===== src/rtl/pl_pkg.sv =====
// Shared types and control-field layout for the elastic pipeline stage.
// CTRL_WIDTH of a stage is built as a sum of the named field widths below.
package pl_pkg;

    typedef enum logic [1:0] {
        EMPTY = 2'd0,
        ONE   = 2'd1,
        FULL  = 2'd2
    } pl_state_t;

    localparam int CW_REG_WRITE   = 1;
    localparam int CW_MEM_WRITE   = 1;
    localparam int CW_MEM_READ    = 1;
    localparam int CW_JUMP        = 1;
    localparam int CW_BRANCH      = 1;
    localparam int CW_ALU_SRC     = 1;
    localparam int CW_RESULT_SRC  = 2;
    localparam int CW_ALU_CONTROL = 4;
    localparam int CW_IMM_SRC     = 3;
    localparam int CW_SPARE       = 1;

    localparam int OFS_REG_WRITE   = 0;
    localparam int OFS_MEM_WRITE   = OFS_REG_WRITE   + CW_REG_WRITE;
    localparam int OFS_MEM_READ    = OFS_MEM_WRITE   + CW_MEM_WRITE;
    localparam int OFS_JUMP        = OFS_MEM_READ    + CW_MEM_READ;
    localparam int OFS_BRANCH      = OFS_JUMP        + CW_JUMP;
    localparam int OFS_ALU_SRC     = OFS_BRANCH      + CW_BRANCH;
    localparam int OFS_RESULT_SRC  = OFS_ALU_SRC     + CW_ALU_SRC;
    localparam int OFS_ALU_CONTROL = OFS_RESULT_SRC  + CW_RESULT_SRC;
    localparam int OFS_IMM_SRC     = OFS_ALU_CONTROL + CW_ALU_CONTROL;
    localparam int OFS_SPARE       = OFS_IMM_SRC     + CW_IMM_SRC;

    localparam int CTRL_W_DEFAULT  = OFS_SPARE + CW_SPARE;

    function automatic logic [1:0] occupancy_of(input pl_state_t st);
        case (st)
            ONE:     return 2'd1;
            FULL:    return 2'd2;
            default: return 2'd0;
        endcase
    endfunction

endpackage


===== src/rtl/pl_reg_elastic_slot.sv =====
// One ctrl+data holding register: load captures both fields, clear zeroes
// only the control field so a squashed entry keeps its payload bits.
module pl_slot #(
    parameter int CW = 16,
    parameter int DW = 170
) (
    input  logic          clk,
    input  logic          rst,
    input  logic          i_load,
    input  logic          i_clr_ctrl,
    input  logic [CW-1:0] i_ctrl,
    input  logic [DW-1:0] i_data,
    output logic [CW-1:0] o_ctrl,
    output logic [DW-1:0] o_data
);

    logic [CW-1:0] r_ctrl;
    logic [DW-1:0] r_data;

    always_ff @(posedge clk or posedge rst) begin
        if (rst) begin
            r_ctrl <= '0;
            r_data <= '0;
        end else if (i_clr_ctrl) begin
            r_ctrl <= '0;
        end else if (i_load) begin
            r_ctrl <= i_ctrl;
            r_data <= i_data;
        end
    end

    assign o_ctrl = r_ctrl;
    assign o_data = r_data;

endmodule


===== src/rtl/pl_reg_elastic.sv =====
// Generic elastic pipeline stage: main slot drives the outputs, optional skid
// slot absorbs one extra entry so in_ready can come straight from a flop.
module pl_reg_elastic
    import pl_pkg::*;
#(
    parameter int CTRL_WIDTH = CTRL_W_DEFAULT,
    parameter int DATA_WIDTH = 170,
    parameter int SKID       = 1
) (
    input  logic                  clk,
    input  logic                  rst,
    input  logic                  flush,
    input  logic                  in_valid,
    output logic                  in_ready,
    input  logic [CTRL_WIDTH-1:0] in_ctrl,
    input  logic [DATA_WIDTH-1:0] in_data,
    output logic                  out_valid,
    input  logic                  out_ready,
    output logic [CTRL_WIDTH-1:0] out_ctrl,
    output logic [DATA_WIDTH-1:0] out_data,
    output logic [1:0]            occupancy
);

    pl_state_t             r_state;
    pl_state_t             w_state_next;
    logic                  w_in_ready;
    logic                  w_out_valid;
    logic                  w_in_fire;
    logic                  w_out_fire;
    logic                  w_m_load;
    logic                  w_m_from_s;
    logic                  w_s_load;
    logic [CTRL_WIDTH-1:0] w_m_ctrl;
    logic [DATA_WIDTH-1:0] w_m_data;
    logic [CTRL_WIDTH-1:0] w_s_ctrl;
    logic [DATA_WIDTH-1:0] w_s_data;

    assign w_out_valid = (r_state != EMPTY);
    assign w_in_fire   = in_valid & w_in_ready;
    assign w_out_fire  = w_out_valid & out_ready;

    always_ff @(posedge clk or posedge rst) begin
        if (rst) r_state <= EMPTY;
        else     r_state <= w_state_next;
    end

    // Flush wins over every transition and suppresses all loads.
    always_comb begin
        w_state_next = r_state;
        w_m_load     = 1'b0;
        w_m_from_s   = 1'b0;
        w_s_load     = 1'b0;
        if (flush) begin
            w_state_next = EMPTY;
        end else begin
            case (r_state)
                EMPTY: if (w_in_fire) begin
                    w_state_next = ONE;
                    w_m_load     = 1'b1;
                end
                ONE: begin
                    if (w_in_fire && w_out_fire) begin
                        w_m_load = 1'b1;
                    end else if (w_in_fire) begin
                        w_state_next = FULL;
                        w_s_load     = 1'b1;
                    end else if (w_out_fire) begin
                        w_state_next = EMPTY;
                    end
                end
                FULL: if (w_out_fire) begin
                    w_state_next = ONE;
                    w_m_load     = 1'b1;
                    w_m_from_s   = 1'b1;
                end
                default: w_state_next = EMPTY;
            endcase
        end
    end

    pl_slot #(.CW(CTRL_WIDTH), .DW(DATA_WIDTH)) u_slot_m (
        .clk        (clk),
        .rst        (rst),
        .i_load     (w_m_load),
        .i_clr_ctrl (flush),
        .i_ctrl     (w_m_from_s ? w_s_ctrl : in_ctrl),
        .i_data     (w_m_from_s ? w_s_data : in_data),
        .o_ctrl     (w_m_ctrl),
        .o_data     (w_m_data)
    );

    generate
        if (SKID != 0) begin : g_skid
            logic r_in_ready;

            // Ready is registered from the next state, so out_ready never reaches in_ready.
            always_ff @(posedge clk or posedge rst) begin
                if (rst) r_in_ready <= 1'b1;
                else     r_in_ready <= (w_state_next != FULL);
            end
            assign w_in_ready = r_in_ready;

            pl_slot #(.CW(CTRL_WIDTH), .DW(DATA_WIDTH)) u_slot_s (
                .clk        (clk),
                .rst        (rst),
                .i_load     (w_s_load),
                .i_clr_ctrl (flush),
                .i_ctrl     (in_ctrl),
                .i_data     (in_data),
                .o_ctrl     (w_s_ctrl),
                .o_data     (w_s_data)
            );
        end else begin : g_noskid
            assign w_in_ready = out_ready | ~w_out_valid;
            assign w_s_ctrl   = '0;
            assign w_s_data   = '0;
        end
    endgenerate

    assign in_ready  = w_in_ready;
    assign out_valid = w_out_valid;
    assign out_ctrl  = w_out_valid ? w_m_ctrl : '0;
    assign out_data  = w_m_data;
    assign occupancy = occupancy_of(r_state);

endmodule

===== config.mk =====
export PLATFORM = sky130hd
export DESIGN_NAME = pl_reg_elastic
export DESIGN_NICKNAME = d
export VERILOG_FILES = /design/src/rtl/pl_pkg.sv /design/src/rtl/pl_reg_elastic_slot.sv /design/src/rtl/pl_reg_elastic.sv
export SDC_FILE = /design/constraint.sdc
export NUM_CORES = 1
export LEC_CHECK = 0
export CORE_UTILIZATION = 40
export CTS_CLUSTER_DIAMETER = 30
export DETAILED_ROUTE_END_ITERATION = 10
export GPL_TIMING_DRIVEN = 0
export MAX_ROUTING_LAYER = met4
export PLACE_DENSITY = 0.65
export SLEW_MARGIN = 10
export SYNTH_ARGS = -nofsm -noshare
export SYNTH_HDL_FRONTEND = slang
export SYNTH_HIERARCHICAL = 1
export SYNTH_SLANG_ARGS = --single-unit
export TNS_END_PERCENT = 5

===== constraint.sdc =====
create_clock -name clk -period 9 [get_ports clk]
set_clock_uncertainty 0.05 [all_clocks]
set_input_delay 1.8 -clock clk [delete_from_list [all_inputs] [get_ports clk]]
set_output_delay 1.8 -clock clk [all_outputs]
set_load 0.05 [all_outputs]

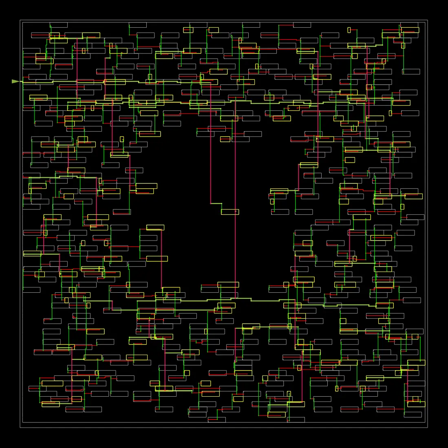
(images/clock_nets.png)
worst-skew pair later-pin latency: 0.61 ns
CTS sink cnt: 375
CLK BUF: 133
Num CTS Buffers: 98

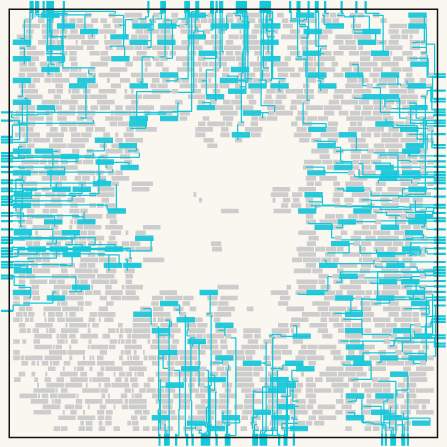
(images/port_trees.png)
(2 px per µm)
legend:
  out_data:
    color: cyan
    bits: 170
    direction: output
    end_cells: 170
    buffers: 170
    wire: 7350 µm

==> impl_metrics.py <==
# Generated from Yosys and OpenROAD reports
metrics = {
    "grt": {
        "grt_start_max_net_pins": 98,
        "grt_pass1_wl_um": 68100,
        "grt_pass1_vias": 11845,
        "grt-ovfl-total": 0,
    },
    "timing": {
        "slew_headroom_pct": 51.52,
        "max_freq_mhz": 215.5,
        "slew_viol_final": 0,
        "finalCritPeriodShare_pct": 51.55,
        "fin_ws_ns": 4.361,
        "whs_ns": 0.4490,
        "hold_viol": 0,
        "setup_viol": 0,
        "final.min_clock_period_ns": 4.639,
        "rsz0062_at_grt": "false",
    },
    "pwr": {
        "p_seq_w": 0.00228,
        "powerClk_w": 0.00354,
        "seqPwrFrac_pct": 29.5,
        "switchingPower_w": 0.002288,
        "intPower_w": 0.005422,
        "swShare_pct": 29.67,
        "comb-power_w": 0.00189,
        "power_w": 0.007710,
        "max-vdd-ir-drop_v": 0.0002143,
        "maxPowerGroup": "clock",
        "power.leakage_nw": 11.83,
    },
    "clock_tree": {
        "cts_setup_buffers": 0,
        "htreeDepth": 3,
        "cts_buffer_depth": 3,
        "post_cts_resized": 0,
        "clockRootBuffer": "clkbuf_16",
    },
    "worst_hold_path": {
        "hold-path-endpoint": "u_slot_m/o_data[63]",
        "hold_class": "flop to flop",
        "hold-path-cell-count": 1,
        "hp-start": "u_slot_m/o_data[63]",
    },
    "worst_setup_path": {
        "cp-startpoint": "r_state[1]",
        "crit_arrival_ns": 2.79,
        "ff2ff_setup_slack_ns": 6.58,
        "startpoint_type": "flop",
        "critPathKind": "flop to output pin",
        "path_max_fanout": 10,
    },
    "drt": {
        "routed_wl_um": 44090,
        "first_pass_iters": 4,
        "vias": 10599,
        "drc": 0,
        "ant_nets": 0,
        "dr.first_iter.drc_count": 360,
    },
    "place": {
        "post_dp_cell_area_mm2": 0.02251,
        "dp_cells": 2046,
        "pre_cts_ws_ns": 4.762,
        "gp_congestion": 0.7528,
        "port-buffer-count": 380,
    },
    "cells_and_area": {
        "nNetsFinal": 1745,
        "fin_area_mm2": 0.02594,
        "n_fill_cell": 3495,
        "final_cell_mix": "clkdlybuf4s50_1 (380), dfrtp_1 (374), mux2_4 (309)",
        "post-route-util_pct": 58.80,
        "final-instance-count-excl-fill": 2233,
    },
    "synthesis": {
        "top_cells_by_count": "dfrtp_1 (374), mux2_4 (309), mux2_2 (217)",
        "synthArstFlopShare_pct": 100.0,
        "ys_warn_count": 6,
        "netlist_area_mm2": 0.01787,
        "ff_type": "dfrtp_1",
        "yosysSeqAreaShare_pct": 52.52,
        "syn_area_per_cell_um2": 16.69,
        "top_cell": "dfrtp_1",
        "ys_cells": 1071,
        "yosys_area_mm2": 0.01787,
        "netlist.area_leader.share_pct": 52.37,
        "synth.largest_area_cell": "dfrtp_1",
        "edf_count": 0,
    },
    "run": {
        "tool_warnings": 26,
        "maxCapViolCount": 0,
    },
    "floorplan": {
        "die_area_mm2": 0.04553,
        "fp.dieH_um": 213.4,
        "die_w_um": 213.4,
    },
    "status": {
        "status": "completed",
    },
}
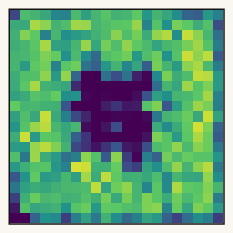
(images/util_map.png)
(1 px per µm) 21 x 21 tiles, from dark purple (low) to yellow (high), 0 to 100% covered.
tiles over 75% full: 21%
nearly empty tiles: 7.9%
fullest tile: 94%
emptiest ninth of the die: center
mean over tiles: 55%

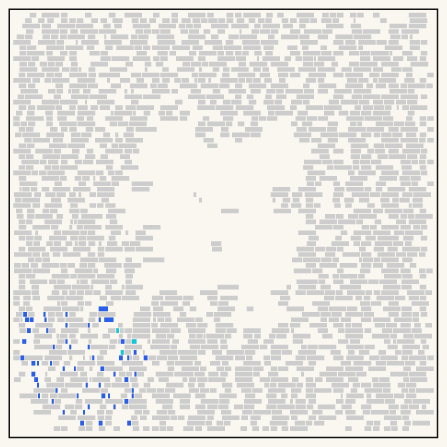
(images/gates.png)
(2 px per µm)
legend:
  aoi and oai cells:
    color: cyan
    cells: 3
  nor cells:
    color: blue
    cells: 55
    where: south-west

[layout make-up]
type	instances	area, µm²	share of cell area [%]
diodes	6	15.01	0.05787
plain buffers	68	723.2	2.787
clock buffers	133	2826	10.89
clock inverters	48	590.6	2.276
inverters	4	30.03	0.1157
multi-input cells	624	7747	29.86
flip-flops and latches	375	9385	36.17
well taps	592	740.7	2.855
repair buffers	383	3886	14.98
[sequential cells by signal, indices dropped and copies added, names as in the netlist]
register and flops:
in_ready 1, r_state 2, g_skid.u_slot_s/o_ctrl 16, g_skid.u_slot_s/o_data 170
u_slot_m/o_data 170, u_slot_m/o_ctrl 16
[worst max-delay path by stage]
stage                                       to  slack, ns
finish                             out_ctrl[9]       4.36
global route                       out_ctrl[6]       4.17
CTS                                out_ctrl[6]       4.26
detailed placement  g_skid.u_slot_s/o_data[12]       4.76
global placement          u_slot_m/o_data[132]      -1.67
floorplan            g_skid.u_slot_s/o_ctrl[0]       2.09
[worst max-delay path, cell delays in order (launching register included)]
cell,delay [ns]
dfrtp_1,0.45
nor2_1,0.54
clkbuf_1,0.38
nor2b_1,0.10
clkdlybuf4s50_1,0.71
[layer usage]
metal | vias up | track usage (%) | part of all wire (%)
met5 | - | - | 0
met4 | 0 | 6.404 | 2.1
met3 | 75 | 8.275 | 8.2
met2 | 316 | 30.16 | 47
met1 | 5380 | 24.63 | 43
li1 | 4828 | - | -
[logic make-up after synthesis]
logic type | Yosys count | synth area share, %
xor+xnor | 1 | 0.04902
simple gates | 62 | 1.778
buf+inv | 72 | 4.131
mux | 558 | 41.43
compound gates | 3 | 0.09804
flops | 375 | 52.52
Power and IR drop assume default switching activity.
